[src/rtl/camac_cycle_sequencer.sv]
// CAMAC cycle sequencer: turns 8-bit ISA register accesses into single
// 16-bit CAMAC read/write cycles. While a cycle runs, isa_chrdy is held low.
// When no cycle is in progress the data bus is left passive.
module camac_cycle_sequencer #(
    parameter int SETUP_CYCLES   = 2,
    parameter int STROBE_CYCLES  = 4,
    parameter int TIMEOUT_CYCLES = 64
) (
    input  logic        isa_clk,
    input  logic        isa_reset,
    input  logic        rd_req,
    input  logic        wr_req,
    input  logic [2:0]  reg_sel,
    input  logic [7:0]  wr_byte,
    output logic [7:0]  rd_byte,
    output logic        isa_chrdy,
    output logic        busy,
    output logic [11:0] cb_addr,
    output logic [15:0] cb_data_out,
    input  logic [15:0] cb_data_in,
    output logic        cb_b_b1,
    output logic        cb_cx1,
    input  logic        cb_prr
);

    // One counter serves both the setup phase and the strobe phase, so it
    // must be wide enough for whichever of the two limits is larger.
    localparam int CMAX = (SETUP_CYCLES > TIMEOUT_CYCLES) ? SETUP_CYCLES : TIMEOUT_CYCLES;
    localparam int CW   = $clog2(CMAX + 1);

    typedef enum logic [1:0] {
        S_IDLE,
        S_SETUP,
        S_STROBE,
        S_HOLD
    } state_t;

    state_t        state_q, state_d;
    logic [CW-1:0] cnt_q, cnt_d;
    logic [7:0]    rd_byte_q, rd_byte_d;
    logic          chrdy_q, chrdy_d;
    logic          busy_q, busy_d;
    logic [11:0]   addr_q, addr_d;
    logic [15:0]   dout_q, dout_d;
    logic          bb1_q, bb1_d;
    logic          cx1_q, cx1_d;
    logic          tmo_q, tmo_d;
    logic [15:0]   buf_q, buf_d;
    logic [7:0]    lo_q, lo_d;
    logic          is_rd_q, is_rd_d;
    logic [CW-1:0] elapsed;

    // Elapsed count includes the clock that ends at the current edge.
    assign elapsed = cnt_q + CW'(1);

    // State and register bank; reset releases the strobe and the bus drive at once.
    always_ff @(posedge isa_clk or negedge isa_reset) begin
        if (!isa_reset) begin
            state_q   <= S_IDLE;
            cnt_q     <= '0;
            rd_byte_q <= 8'h00;
            chrdy_q   <= 1'b1;
            busy_q    <= 1'b0;
            addr_q    <= 12'h000;
            dout_q    <= 16'h0000;
            bb1_q     <= 1'b1;
            cx1_q     <= 1'b1;
            tmo_q     <= 1'b0;
            buf_q     <= 16'h0000;
            lo_q      <= 8'h00;
            is_rd_q   <= 1'b0;
        end else begin
            state_q   <= state_d;
            cnt_q     <= cnt_d;
            rd_byte_q <= rd_byte_d;
            chrdy_q   <= chrdy_d;
            busy_q    <= busy_d;
            addr_q    <= addr_d;
            dout_q    <= dout_d;
            bb1_q     <= bb1_d;
            cx1_q     <= cx1_d;
            tmo_q     <= tmo_d;
            buf_q     <= buf_d;
            lo_q      <= lo_d;
            is_rd_q   <= is_rd_d;
        end
    end

    // Next-state logic: register accesses are taken only when idle, and a
    // write wins over a read that arrives in the same clock.
    always_comb begin
        state_d   = state_q;
        cnt_d     = cnt_q;
        rd_byte_d = rd_byte_q;
        chrdy_d   = chrdy_q;
        busy_d    = busy_q;
        addr_d    = addr_q;
        dout_d    = dout_q;
        bb1_d     = bb1_q;
        cx1_d     = cx1_q;
        tmo_d     = tmo_q;
        buf_d     = buf_q;
        lo_d      = lo_q;
        is_rd_d   = is_rd_q;

        case (state_q)
            S_IDLE: begin
                if (wr_req) begin
                    case (reg_sel)
                        3'd0: lo_d = wr_byte;
                        3'd1: begin
                            dout_d  = {wr_byte, lo_q};
                            is_rd_d = 1'b0;
                            bb1_d   = 1'b0;
                            chrdy_d = 1'b0;
                            busy_d  = 1'b1;
                            cnt_d   = '0;
                            state_d = S_SETUP;
                        end
                        3'd2: addr_d[7:0]  = wr_byte;
                        3'd3: addr_d[11:8] = wr_byte[3:0];
                        default: ;
                    endcase
                end else if (rd_req) begin
                    case (reg_sel)
                        3'd0: begin
                            is_rd_d = 1'b1;
                            chrdy_d = 1'b0;
                            busy_d  = 1'b1;
                            cnt_d   = '0;
                            state_d = S_SETUP;
                        end
                        3'd1: rd_byte_d = buf_q[15:8];
                        3'd2: rd_byte_d = addr_q[7:0];
                        3'd3: rd_byte_d = {4'b0000, addr_q[11:8]};
                        3'd4: begin
                            rd_byte_d = {6'b000000, tmo_q, busy_q};
                            tmo_d     = 1'b0;
                        end
                        default: rd_byte_d = 8'h00;
                    endcase
                end
            end
            S_SETUP: begin
                if (cnt_q == CW'(SETUP_CYCLES - 1)) begin
                    cnt_d   = '0;
                    cx1_d   = 1'b0;
                    state_d = S_STROBE;
                end else begin
                    cnt_d = elapsed;
                end
            end
            S_STROBE: begin
                cnt_d = elapsed;
                // A valid response takes priority over a timeout that
                // expires in the same clock.
                if (elapsed >= CW'(STROBE_CYCLES) && !cb_prr) begin
                    cx1_d   = 1'b1;
                    state_d = S_HOLD;
                    if (is_rd_q) buf_d = cb_data_in;
                end else if (elapsed == CW'(TIMEOUT_CYCLES)) begin
                    cx1_d   = 1'b1;
                    tmo_d   = 1'b1;
                    state_d = S_HOLD;
                    if (is_rd_q) buf_d = 16'h0000;
                end
            end
            S_HOLD: begin
                bb1_d   = 1'b1;
                chrdy_d = 1'b1;
                busy_d  = 1'b0;
                state_d = S_IDLE;
                if (is_rd_q) rd_byte_d = buf_q[7:0];
            end
            default: state_d = S_IDLE;
        endcase
    end

    assign rd_byte     = rd_byte_q;
    assign isa_chrdy   = chrdy_q;
    assign busy        = busy_q;
    assign cb_addr     = addr_q;
    assign cb_data_out = dout_q;
    assign cb_b_b1     = bb1_q;
    assign cb_cx1      = cx1_q;

endmodule

[config.mk]
export PLATFORM = sky130hd
export DESIGN_NAME = camac_cycle_sequencer
export DESIGN_NICKNAME = d
export VERILOG_FILES = /design/src/rtl/camac_cycle_sequencer.sv
export SDC_FILE = /design/constraint.sdc
export NUM_CORES = 1
export LEC_CHECK = 0
export CAP_MARGIN = 15
export CORE_UTILIZATION = 45
export DETAILED_ROUTE_END_ITERATION = 12
export HOLD_SLACK_MARGIN = 0.05
export PLACE_DENSITY = 0.71
export SLEW_MARGIN = 20
export SYNTH_ARGS = -nofsm -noshare
export SYNTH_HDL_FRONTEND = slang
export SYNTH_SLANG_ARGS = --single-unit
[constraint.sdc]
create_clock -name isa_clk -period 6.4 [get_ports isa_clk]
set_input_delay 0.64 -clock isa_clk [delete_from_list [all_inputs] [get_ports isa_clk]]
set_output_delay 0.64 -clock isa_clk [all_outputs]
set_load 0.01 [all_outputs]
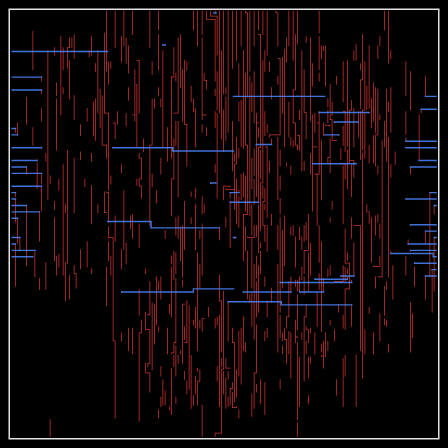
*Routed metal, one color a layer, run 1*
Two of the layers only.
color	layer	wire length
blue	metal 3	360 um
red	metal 2	3640 um
Global Route Usage Sum: 20.8%
WL/cell: 17.2 um

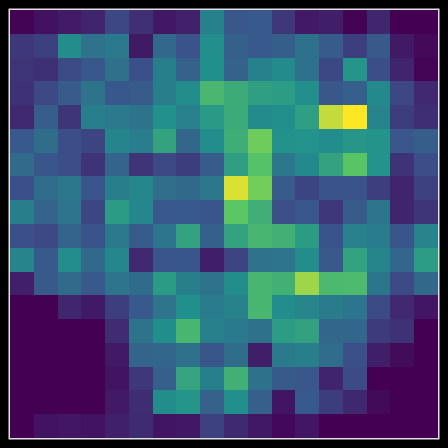
*Signal metal coverage by tile, run 1*
The die is cut into 18 by 18 equal tiles; dark purple is low, yellow is high, scaled to the fullest tile. Values are wire area over tile area, all layers added.
fullest tile	0.50
mean over tiles	0.15
emptiest ninth of the die	lower left

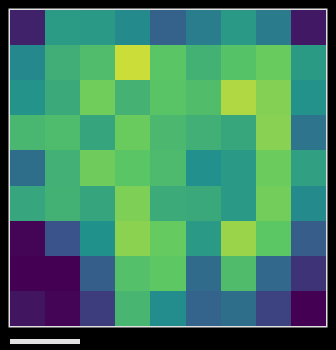
*Cell density map, run 1*
Scale bar: 20 um. The die is cut into 9 by 9 equal tiles; dark purple is low, yellow is high, 0 to 100% covered.
nearly empty tiles	6.2%
fullest tile	92%
mean over tiles	53%
Init Core Util: 47.6%
fin util: 60.4%
core box area: 7450 um2

==> run 1: worst reg2reg max path: stages, from the launching register on <==
cell	delay, ns
dfrtp_1	0.46
ha_1	0.41
xor2_1	0.18
a2bb2oi_1	0.31
o31ai_1	0.19
a211oi_4	0.72
a22o_2	0.28
==> run 1: Yosys cell counts (5+ instances only) <==
cell type / instances / share of area [%]
a21oi_1: 13 / 1.8
a22o_1: 16 / 4.0
a22o_2: 6 / 1.7
a22oi_1: 6 / 1.3
clkbuf_1: 6 / 0.64
dfrtp_1: 72 / 51
ha_1: 6 / 2.1
inv_1: 8 / 0.85
mux2_2: 44 / 14
nand2_1: 11 / 1.2
nand3b_1: 5 / 1.1
nor2_1: 18 / 1.9
nor3_1: 5 / 0.71
o21ai_0: 9 / 1.3
==> run 1: metal layers <==
layer	up-vias	global-route usage, %	routed length [um]	share of wire [%]
met5	-	0	0	0
met4	0	7.93	145	1.8
met3	13	5.13	359	4.6
met2	70	31.4	3640	46
met1	1241	28.8	3720	47
li1	1192	-	-	-
==> run 1: sequential cells by signal, summed over array words and instances, names as in the netlist <==
register / count
busy: 1
isa_chrdy: 1
cb_cx1: 1
lo_q: 8
cnt_q: 7
cb_addr: 12
cb_b_b1: 1
state_q: 2
is_rd_q: 1
rd_byte: 8
cb_data_out: 16
tmo_q: 1
buf_q: 16
==> run 1: kinds of logic after synthesis <==
logic type / Yosys count / synth area share [%]
XOR/XNOR: 4 / 0.989
buffers and inverters: 23 / 3.57
AND-OR/OR-AND: 70 / 15.9
multiplexers: 48 / 15.1
adder cells (fa/ha/maj): 6 / 2.12
flip-flops: 75 / 53.1
AND/OR/NAND/NOR: 60 / 9.29
==> impl_metrics.py, run 1 <==
# Auto-generated metrics
metrics = {
    "status": {
        "status": "completed",
    },
    "synthesis": {
        "mappedNetlistNets": 324,
        "yosys_cells": 286,
        "synthCells": 286,
        "syn_area_per_cell_um2": 12.4,
        "postSynthSeqShare_pct": 53.1,
        "ff_type": "dfrtp_1",
        "ys_warn_count": 0,
        "ys_ff": 75,
        "yosysUniqueCellTypes": 52,
    },
    "clock_network": {
        "ctsResizeCount": 0,
        "cts-htree-levels": 3,
        "cts.path.max_buffers": 2,
        "clk_pin_slew_worst_paths_ns": 0.08,
        "cts_hold_buffers": 0,
        "cts_tree": "yes",
    },
    "timing": {
        "rsz0062_at_grt": "false",
        "hold_viol_final": 0,
        "slew_headroom_pct": 37.5,
    },
    "floorplan": {
        "die_w_um": 90.7,
        "chip_area_um2": 8230,
        "die_y_um": 90.7,
    },
    "worst_setup_path": {
        "cp_max_fo": 17,
        "path_cells": "clkdlybuf4s50_1, nor2b_1, and3_1, mux2_2",
        "r2r_slack_ns": 3.79,
        "r2r_start": "cnt_q[0]$_DFFE_PN0P_",
        "critPathBufInv": 1,
        "worstPathArrival_ns": 2.96,
        "slowest_delay_ns": 0.81,
        "path_delay_family": "simple AND/OR/NAND/NOR gates",
    },
    "run": {
        "cap_violations": 0,
        "tool_warnings": 30,
    },
    "global_route": {
        "antenna_found_initial": 0,
        "grt_first_pass_wirelength_mm": 13.2,
    },
    "layout": {
        "logic_area_um2": 1540,
        "nNonClkBuffers": 71,
        "final-seq-area_um2": 1880,
        "syn2layout_area_growth_pct": 26.9,
        "insertedDiodeCount": 0,
        "largest_class": "registers",
    },
    "power_and_ir_drop": {
        "power_switching_mw": 0.635,
        "intPower_mw": 1.27,
        "power.group.top": "sequential cells",
        "pwr-share-comb_pct": 38.6,
        "powerClk_mw": 0.393,
    },
    "drt": {
        "drc_errors": 0,
        "routed_wl_mm": 7.87,
        "ant_nets": 0,
    },
    "placement": {
        "portBuffers": 71,
        "dp.cells": 441,
    },
}
==> inputs of run 2 (changes only) <==
==> constraint.sdc (replaced) <==
create_clock -name isa_clk -period 2.7 [get_ports isa_clk]
set_input_delay 0.27 -clock isa_clk [delete_from_list [all_inputs] [get_ports isa_clk]]
set_output_delay 0.27 -clock isa_clk [all_outputs]
set_load 0.01 [all_outputs]
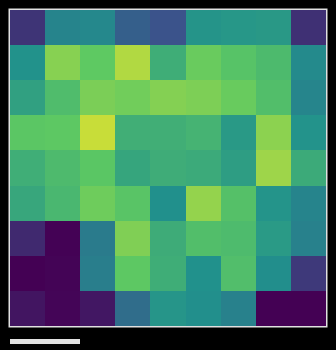
*Cell density map, run 2*
Scale bar: 20 um. The die is cut into 9 by 9 equal tiles; dark purple is low, yellow is high, 0 to 100% covered.
emptiest ninth of the die	lower left
nearly empty tiles	7.4%
fullest tile	92%
mean over tiles	54%

==> run 2 against run 1 <==
  * Synthesized area did not move
  * First-iteration DRC count grew 42%
  * Worst hold slack got worse by 0.33 ns
  * Sequential share of layout area shrank 0.60 points
  * Highest routed layer unchanged
  * Largest power group unchanged
  * Worst setup slack worse by 3.3 ns
  * Largest cell class unchanged
  * Via count increased by 2.5%
  * Sequential power is 130% higher
==> impl_metrics.py, run 2 <==
# Auto-generated metrics
metrics = {
    "drt": {
        "wl_per_cell_um": 16.7,
        "route.met3.wl_um": 467,
        "ant_nets": 0,
        "drc_errors": 0,
        "met1_length_mm": 3.74,
        "highest-signal-layer": "met4",
        "wl_met2_mm": 3.50,
        "routed_wl_mm": 7.80,
    },
    "floorplan": {
        "die_y_um": 90.7,
        "pin_count": 72,
        "die_w_um": 90.7,
        "fp_util_pct": 47.6,
        "chip_area_um2": 8230,
        "coreArea_um2": 7450,
    },
    "power_and_ir_drop": {
        "powerClk_mw": 0.904,
        "power.group.top": "sequential cells",
        "irDropWorstVdd_uv": 556,
        "intPower_mw": 3.01,
        "pwr-share-comb_pct": 39.5,
        "power_switching_mw": 1.50,
        "powerDensity_nw_per_um2": 987,
    },
    "global_route": {
        "antenna_found_initial": 0,
        "grtUsageMet2_pct": 30.1,
        "met1_usage_pct": 28.5,
        "grt_first_pass_wirelength_mm": 13.0,
        "busiest_layer": "met2",
        "grtUsageMet3_pct": 4.71,
    },
    "synthesis": {
        "yosys_cells": 286,
        "ys_ff": 75,
        "yosysUniqueCellTypes": 52,
        "synthCells": 286,
        "ys_warn_count": 0,
        "yosys-top-cells-count": "72 x dfrtp_1, 44 x mux2_2, 18 x nor2_1",
        "ff_type": "dfrtp_1",
        "synth_top_area_share_pct": 50.8,
        "top_area_cell": "dfrtp_1",
        "mappedNetlistNets": 324,
        "area_leaders": "dfrtp_1 51%, mux2_2 14%, a22o_1 4.0%, dfstp_2 2.2%, ha_1 2.1%",
    },
    "layout": {
        "syn2layout_area_growth_pct": 28.8,
        "logic_area_um2": 1540,
        "insertedDiodeCount": 0,
    },
    "timing": {
        "slew_headroom_pct": 36.9,
        "hold_viol_final": 0,
        "fmax_ghz": 0.425,
        "rsz0062_at_grt": "false",
    },
    "clock_network": {
        "ctsResizeCount": 0,
        "cts.path.max_buffers": 2,
        "cts_post_setup_buffers_inserted": 0,
        "clk_pin_slew_worst_paths_ns": 0.08,
        "cts_hold_buffers": 0,
        "cts-htree-levels": 3,
        "cts_tree": "yes",
    },
    "worst_setup_path": {
        "worstPathArrival_ns": 2.62,
        "cp_max_fo": 10,
        "r2r_start": "cnt_q[0]$_DFFE_PN0P_",
    },
    "run": {
        "cap_violations": 0,
        "tool_warnings": 30,
    },
    "placement": {
        "place_ws_ns": 0.360,
        "portBuffers": 71,
    },
    "status": {
        "status": "completed",
    },
}
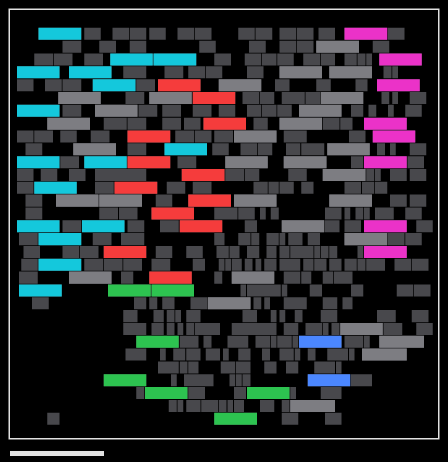
*Where the registers sit, run 2*
Scale bar: 20 um. Other sequential cells in the stronger gray, the rest of the logic in the fainter gray.
color	netlist name	placed flops
magenta	rd_byte	8
blue	state_q	2
green	cnt_q	7
cyan	cb_data_out	16
red	cb_addr	12
Seq area share: 41.2%
fin util: 61.3%
Reg area: 1880 um2
P_seq: 1.82 mW

-- run 2: cell counts after synthesis --
Identical to the previous run, type by type.
-- run 2: critical path, cell delays in order (launching register included) --
cell and delay, ns:
dfrtp_1 0.45, ha_1 0.36, xor2_1 0.20, a2bb2oi_1 0.17
o31a_1 0.31, o41ai_1 0.55, mux2i_1 0.24
-- run 2: kinds of logic (layout without fill, tap and decap cells) --
| logic type | after synthesis | count (layout) | synth area share (%) |
|---|---|---|---|
| flip-flops | 75 | 75 | 53.1 |
| AND-OR/OR-AND | 70 | 70 | 15.9 |
| AND/OR/NAND/NOR | 60 | 60 | 9.29 |
| multiplexers | 48 | 48 | 15.1 |
| buffers and inverters | 23 | 105 | 3.57 |
| adder cells (fa/ha/maj) | 6 | 6 | 2.12 |
| XOR/XNOR | 4 | 4 | 0.989 |
-- run 2: cell type report --
class,count,area share [%]
Inverter,8,0.658
Tap cell,99,2.71
Multi-Input combinational cell,188,33.7
Clock buffer,10,3.02
Timing Repair Buffer,81,17.2
Sequential cell,75,41.2
Clock inverter,6,1.56
-- run 2: worst max-delay path by stage --
stage	start	to	slack, ns	cells past startpoint
floorplan	cnt_q[0]$_DFFE_PN0P_	buf_q[10]$_DFFE_PN0P_	0.59	8
global placement	wr_req	cnt_q[2]$_DFFE_PN0P_	0.39	6
detailed placement	wr_req	cnt_q[2]$_DFFE_PN0P_	0.36	6
CTS	cnt_q[0]$_DFFE_PN0P_	buf_q[3]$_DFFE_PN0P_	0.35	7
global route	cnt_q[0]$_DFFE_PN0P_	buf_q[3]$_DFFE_PN0P_	0.16	7
finish	cnt_q[0]$_DFFE_PN0P_	state_q[1]$_DFFE_PN0P_	0.35	6
Power figures rest on the tool's default switching activity, not on a simulated workload.
